final_congestion.png
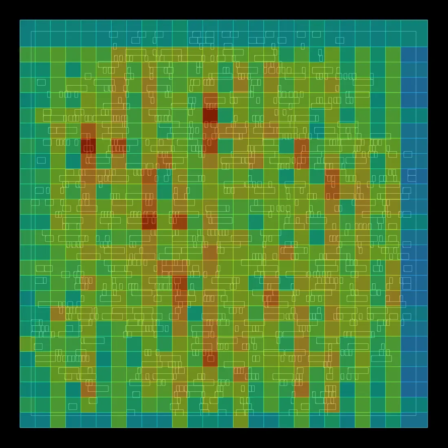
gate_families.png
The bar under the picture is 50 µm long.
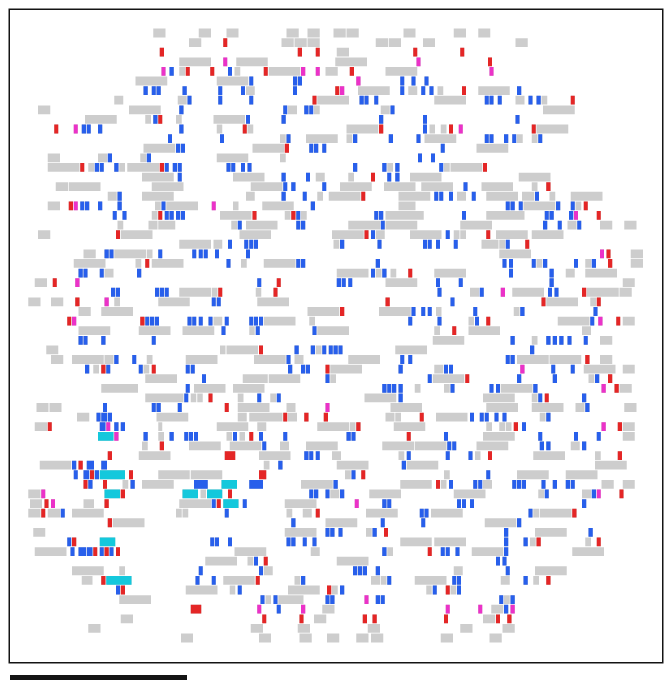
met3.png
The bar under the picture is 50 µm long. Cells faint in the background.
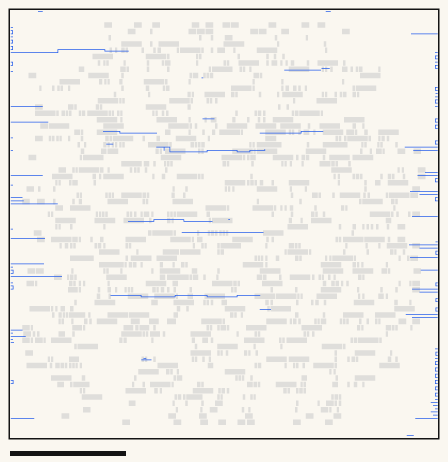
met1.png
The bar under the picture is 50 µm long. Supply wires on this layer in grey.
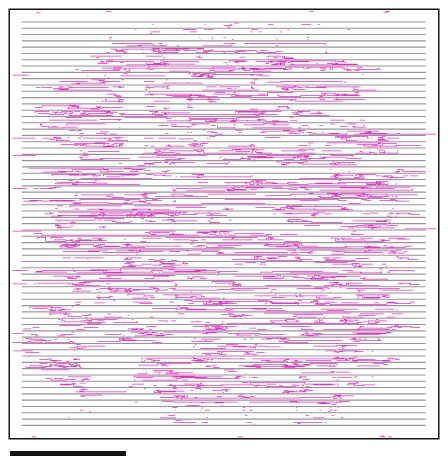
zoom.png
The bar under the picture is 10 µm long. Region (119, 26) to (159, 66) µm. Cells in grey, sequential cells in the stronger grey; small squares are vias.
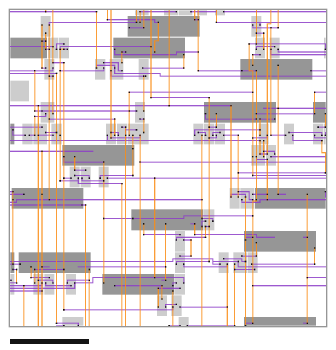
$ cat src/rtl/mem_island_rsp_buffer.sv
// Response buffer in front of a fixed-latency memory island port: tracks in-flight
// requests in a tag pipeline and returns ordered responses through a credit-protected FIFO.
module mem_island_rsp_buffer #(
  parameter int AddrWidth = 32,
  parameter int DataWidth = 32,
  parameter int Latency   = 1,
  parameter int Depth     = 4
) (
  input  logic                       clk_i,
  input  logic                       rst_i,
  input  logic                       req_valid_i,
  output logic                       req_ready_o,
  input  logic [AddrWidth-1:0]       req_addr_i,
  input  logic                       req_write_i,
  input  logic [DataWidth-1:0]       req_data_i,
  input  logic [DataWidth/8-1:0]     req_strb_i,
  output logic                       rsp_valid_o,
  input  logic                       rsp_ready_i,
  output logic [DataWidth-1:0]       rsp_data_o,
  output logic                       rsp_write_o,
  output logic                       mem_q_valid_o,
  input  logic                       mem_q_ready_i,
  output logic [AddrWidth-1:0]       mem_q_addr_o,
  output logic                       mem_q_write_o,
  output logic [DataWidth-1:0]       mem_q_data_o,
  output logic [DataWidth/8-1:0]     mem_q_strb_o,
  input  logic [DataWidth-1:0]       mem_p_data_i,
  output logic [$clog2(Depth+1)-1:0] outstanding_o
);
  localparam int CntW = $clog2(Depth + 1);
  localparam int PtrW = (Depth > 1) ? $clog2(Depth) : 1;

  logic [CntW-1:0]                 outstanding_q, outstanding_d;
  logic [Latency-1:0]              vld_pipe_q, vld_pipe_d, wr_pipe_q, wr_pipe_d;
  logic [PtrW-1:0]                 rd_ptr_q, rd_ptr_d, wr_ptr_q, wr_ptr_d;
  logic [CntW-1:0]                 cnt_q, cnt_d;
  logic [Depth-1:0][DataWidth-1:0] fifo_data_q, fifo_data_d;
  logic [Depth-1:0]                fifo_wr_q, fifo_wr_d;

  logic credit, hs_req, hs_rsp, push, push_wr;

  function automatic logic [PtrW-1:0] ptr_inc(input logic [PtrW-1:0] p);
    return (p == PtrW'(Depth - 1)) ? '0 : p + PtrW'(1);
  endfunction

  // Request path is pure pass-through gated only by credit.
  assign credit        = (outstanding_q < CntW'(Depth));
  assign mem_q_valid_o = req_valid_i & credit;
  assign req_ready_o   = mem_q_ready_i & credit;
  assign mem_q_addr_o  = req_addr_i;
  assign mem_q_write_o = req_write_i;
  assign mem_q_data_o  = req_data_i;
  assign mem_q_strb_o  = req_strb_i;
  assign hs_req        = req_valid_i & req_ready_o;

  assign rsp_valid_o   = (cnt_q != '0);
  assign rsp_data_o    = fifo_data_q[rd_ptr_q];
  assign rsp_write_o   = fifo_wr_q[rd_ptr_q];
  assign hs_rsp        = rsp_valid_o & rsp_ready_i;
  assign outstanding_o = outstanding_q;

  assign push    = vld_pipe_q[Latency-1];
  assign push_wr = wr_pipe_q[Latency-1];

  always_comb begin
    vld_pipe_d    = '0;
    wr_pipe_d     = '0;
    vld_pipe_d[0] = hs_req;
    wr_pipe_d[0]  = req_write_i;
    for (int i = 1; i < Latency; i++) begin
      vld_pipe_d[i] = vld_pipe_q[i-1];
      wr_pipe_d[i]  = wr_pipe_q[i-1];
    end

    fifo_data_d = fifo_data_q;
    fifo_wr_d   = fifo_wr_q;
    wr_ptr_d    = wr_ptr_q;
    rd_ptr_d    = rd_ptr_q;
    if (push) begin
      fifo_data_d[wr_ptr_q] = push_wr ? '0 : mem_p_data_i;
      fifo_wr_d[wr_ptr_q]   = push_wr;
      wr_ptr_d              = ptr_inc(wr_ptr_q);
    end
    if (hs_rsp) rd_ptr_d = ptr_inc(rd_ptr_q);

    case ({push, hs_rsp})
      2'b10:   cnt_d = cnt_q + CntW'(1);
      2'b01:   cnt_d = cnt_q - CntW'(1);
      default: cnt_d = cnt_q;
    endcase

    case ({hs_req, hs_rsp})
      2'b10:   outstanding_d = outstanding_q + CntW'(1);
      2'b01:   outstanding_d = outstanding_q - CntW'(1);
      default: outstanding_d = outstanding_q;
    endcase
  end

  // Storage is cleared too so the head reads as zero straight out of reset.
  always_ff @(posedge clk_i or posedge rst_i) begin
    if (rst_i) begin
      outstanding_q <= '0;
      vld_pipe_q    <= '0;
      wr_pipe_q     <= '0;
      rd_ptr_q      <= '0;
      wr_ptr_q      <= '0;
      cnt_q         <= '0;
      fifo_data_q   <= '0;
      fifo_wr_q     <= '0;
    end else begin
      outstanding_q <= outstanding_d;
      vld_pipe_q    <= vld_pipe_d;
      wr_pipe_q     <= wr_pipe_d;
      rd_ptr_q      <= rd_ptr_d;
      wr_ptr_q      <= wr_ptr_d;
      cnt_q         <= cnt_d;
      fifo_data_q   <= fifo_data_d;
      fifo_wr_q     <= fifo_wr_d;
    end
  end

  a_q_stable: assert property (@(posedge clk_i) disable iff (rst_i)
    (mem_q_valid_o && !mem_q_ready_i) ##1 mem_q_valid_o |->
      $stable({mem_q_addr_o, mem_q_write_o, mem_q_data_o, mem_q_strb_o}));
  a_no_overflow: assert property (@(posedge clk_i) disable iff (rst_i)
    !(push && cnt_q == CntW'(Depth)));
  a_out_range: assert property (@(posedge clk_i) disable iff (rst_i)
    !(hs_req && !hs_rsp && outstanding_q == CntW'(Depth)) &&
    !(hs_rsp && !hs_req && outstanding_q == '0));
endmodule

$ cat config.mk
export PLATFORM = sky130hd
export DESIGN_NAME = mem_island_rsp_buffer
export DESIGN_NICKNAME = d
export VERILOG_FILES = /design/src/rtl/mem_island_rsp_buffer.sv
export SDC_FILE = /design/constraint.sdc
export NUM_CORES = 1
export LEC_CHECK = 0
export ABC_AREA = 1
export CELL_PAD_IN_SITES_DETAIL_PLACEMENT = 0
export CELL_PAD_IN_SITES_GLOBAL_PLACEMENT = 1
export CORE_MARGIN = 5
export CORE_UTILIZATION = 25
export CTS_CLUSTER_DIAMETER = 150
export DETAILED_ROUTE_END_ITERATION = 10
export PLACE_DENSITY_LB_ADDON = 0.1
export RECOVER_POWER = 50
export SETUP_SLACK_MARGIN = 0.2
export SLEW_MARGIN = 20
export SYNTH_ARGS = -nofsm -noshare
export SYNTH_HDL_FRONTEND = slang
export SYNTH_SLANG_ARGS = --single-unit
$ cat constraint.sdc
create_clock -name clk_i -period 5.95 [get_ports clk_i]
set_input_delay 1.4875 -clock clk_i [delete_from_list [all_inputs] [get_ports clk_i]]
set_output_delay 1.4875 -clock clk_i [all_outputs]
set_load 0.01 [all_outputs]
==> results.sh <==
# source this file to load flow results
export IMPL_r2r_end="fifo_data_q[0]"
export IMPL_status="complete, but fails checks"
export IMPL_die_h_um=185
export IMPL_portBuffers=77
export IMPL_grt_pass1_vias=5901
export IMPL_h_tree_depth=4
export IMPL_yosys_area_share_simple_pct=22.9
export IMPL_reg2reg_slack_ps=2180
export IMPL_final_area_mm2=0.00868
export IMPL_nFillCells=3337
export IMPL_cts_tree="yes"
export IMPL_pwr_share_clk_pct=23.7
export IMPL_wl_met3_um=763
export IMPL_nClkBuffers=21
export IMPL_seq_area_share_pct=41.6
export IMPL_max_slew_margin_pct=-12.3
export IMPL_grt_overflow_total=0
export IMPL_comb_share_pct=30.6
export IMPL_wl_met2_mm=9.64
export IMPL_cp_endpoint="mem_q_valid_o"
export IMPL_rr_worst_depth=6
export IMPL_slew_viol_final=139
export IMPL_gp_congestion=0.664
export IMPL_regArea_mm2=0.00361
export IMPL_drv_cap=4
export IMPL_combPwrFrac_pct=40.5
export IMPL_met1_length_mm=10.1
export IMPL_clock_power_w=0.00112
export IMPL_inv_count=124
export IMPL_dieArea_mm2=0.0341
export IMPL_crit_type="in -> out"
export IMPL_layout_top_cells="nand2_1, dfrtp_1, inv_1"
export IMPL_tns_ps=0
export IMPL_clk_latency_ps=420
export IMPL_p_seq_w=0.00169
export IMPL_power_w=0.00473
export IMPL_yosys_area_mm2=0.00763
export IMPL_layout_drive_gt1_share_pct=4.36
export IMPL_worst_path_max_fanout=2
export IMPL_rsz0062_at_grt="no"
export IMPL_arrival_ps=2710
export IMPL_ys_warn_count=0
export IMPL_power_leader="combinational cells"
export IMPL_postSynthAreaPerCell_um2=7.69
export IMPL_buffer_area_share_pct=9.68
export IMPL_worstHoldPathCells=1
export IMPL_cellPowerDensity_mw_per_mm2=544
export IMPL_violations="max-capacitance violations, max-slew violations"
export IMPL_use_met2_pct=20.9
export IMPL_path_delay_family="buffers and inverters"
export IMPL_fp_dieW_um=185
export IMPL_ys_types=23
export IMPL_hold_path_class="reg -> reg"
export IMPL_warning_count=30
export IMPL_finalClockPeriodUsage_pct=70.6
export IMPL_hold_path_end="cnt_q[0]"
## Picture notes: final_congestion.png
Routed WL per cell: 15.0 µm
fin util: 28.6%
met1 global-route usage: 17.1%
met3 Usage GRT: 3.04%

## Picture notes: gate_families.png
family	colour	cells	most used	where
NOR gates	magenta	35	nor2_1	spread over the die
inverters	red	124	inv_1	spread over the die
adder and majority cells	cyan	9	ha_1	lower left
NAND gates	blue	419	nand2_1	spread over the die

## Picture notes: met3.png
longest straight run	35.0 µm
main direction	horizontal
wire length on this layer	763 µm
nets with wire on the layer	87
share of all routed wire	3.7%

## Picture notes: met1.png
longest straight run	67.6 µm
wire length on this layer	10100 µm
main direction	horizontal

## Picture notes: zoom.png
layer	colour
met2	orange
met1	purple
netlist names of flops here include	fifo_data_q (12)
cells with their middle in the window	55
most frequent	nand2_1 (33), dfrtp_1 (12), o21ai_0 (6)
sequential cells in the window	12

flip-flops by register name (all words and copies together), names as in the netlist:
| signal | flops |
|---|---|
| push | 1 |
| fifo_wr_q | 4 |
| outstanding_o | 3 |
| cnt_q | 3 |
| fifo_data_q | 128 |
| rd_ptr_q | 2 |
| wr_ptr_q | 2 |
| push_wr | 1 |
cell usage after synthesis, drive strengths merged:
cell | instances | area [µm²]
nand2 | 412 | 1580
dfrtp | 144 | 3600
inv | 124 | 473
buf | 115 | 853
o21ai | 104 | 521
nor2 | 35 | 136
o211ai | 34 | 255
ha | 7 | 87.6
clkbuf | 5 | 21.3
nand3 | 5 | 25.0
fa | 2 | 40.0
nand4 | 2 | 12.5
xnor2 | 2 | 17.5
a21oi | 1 | 5.00
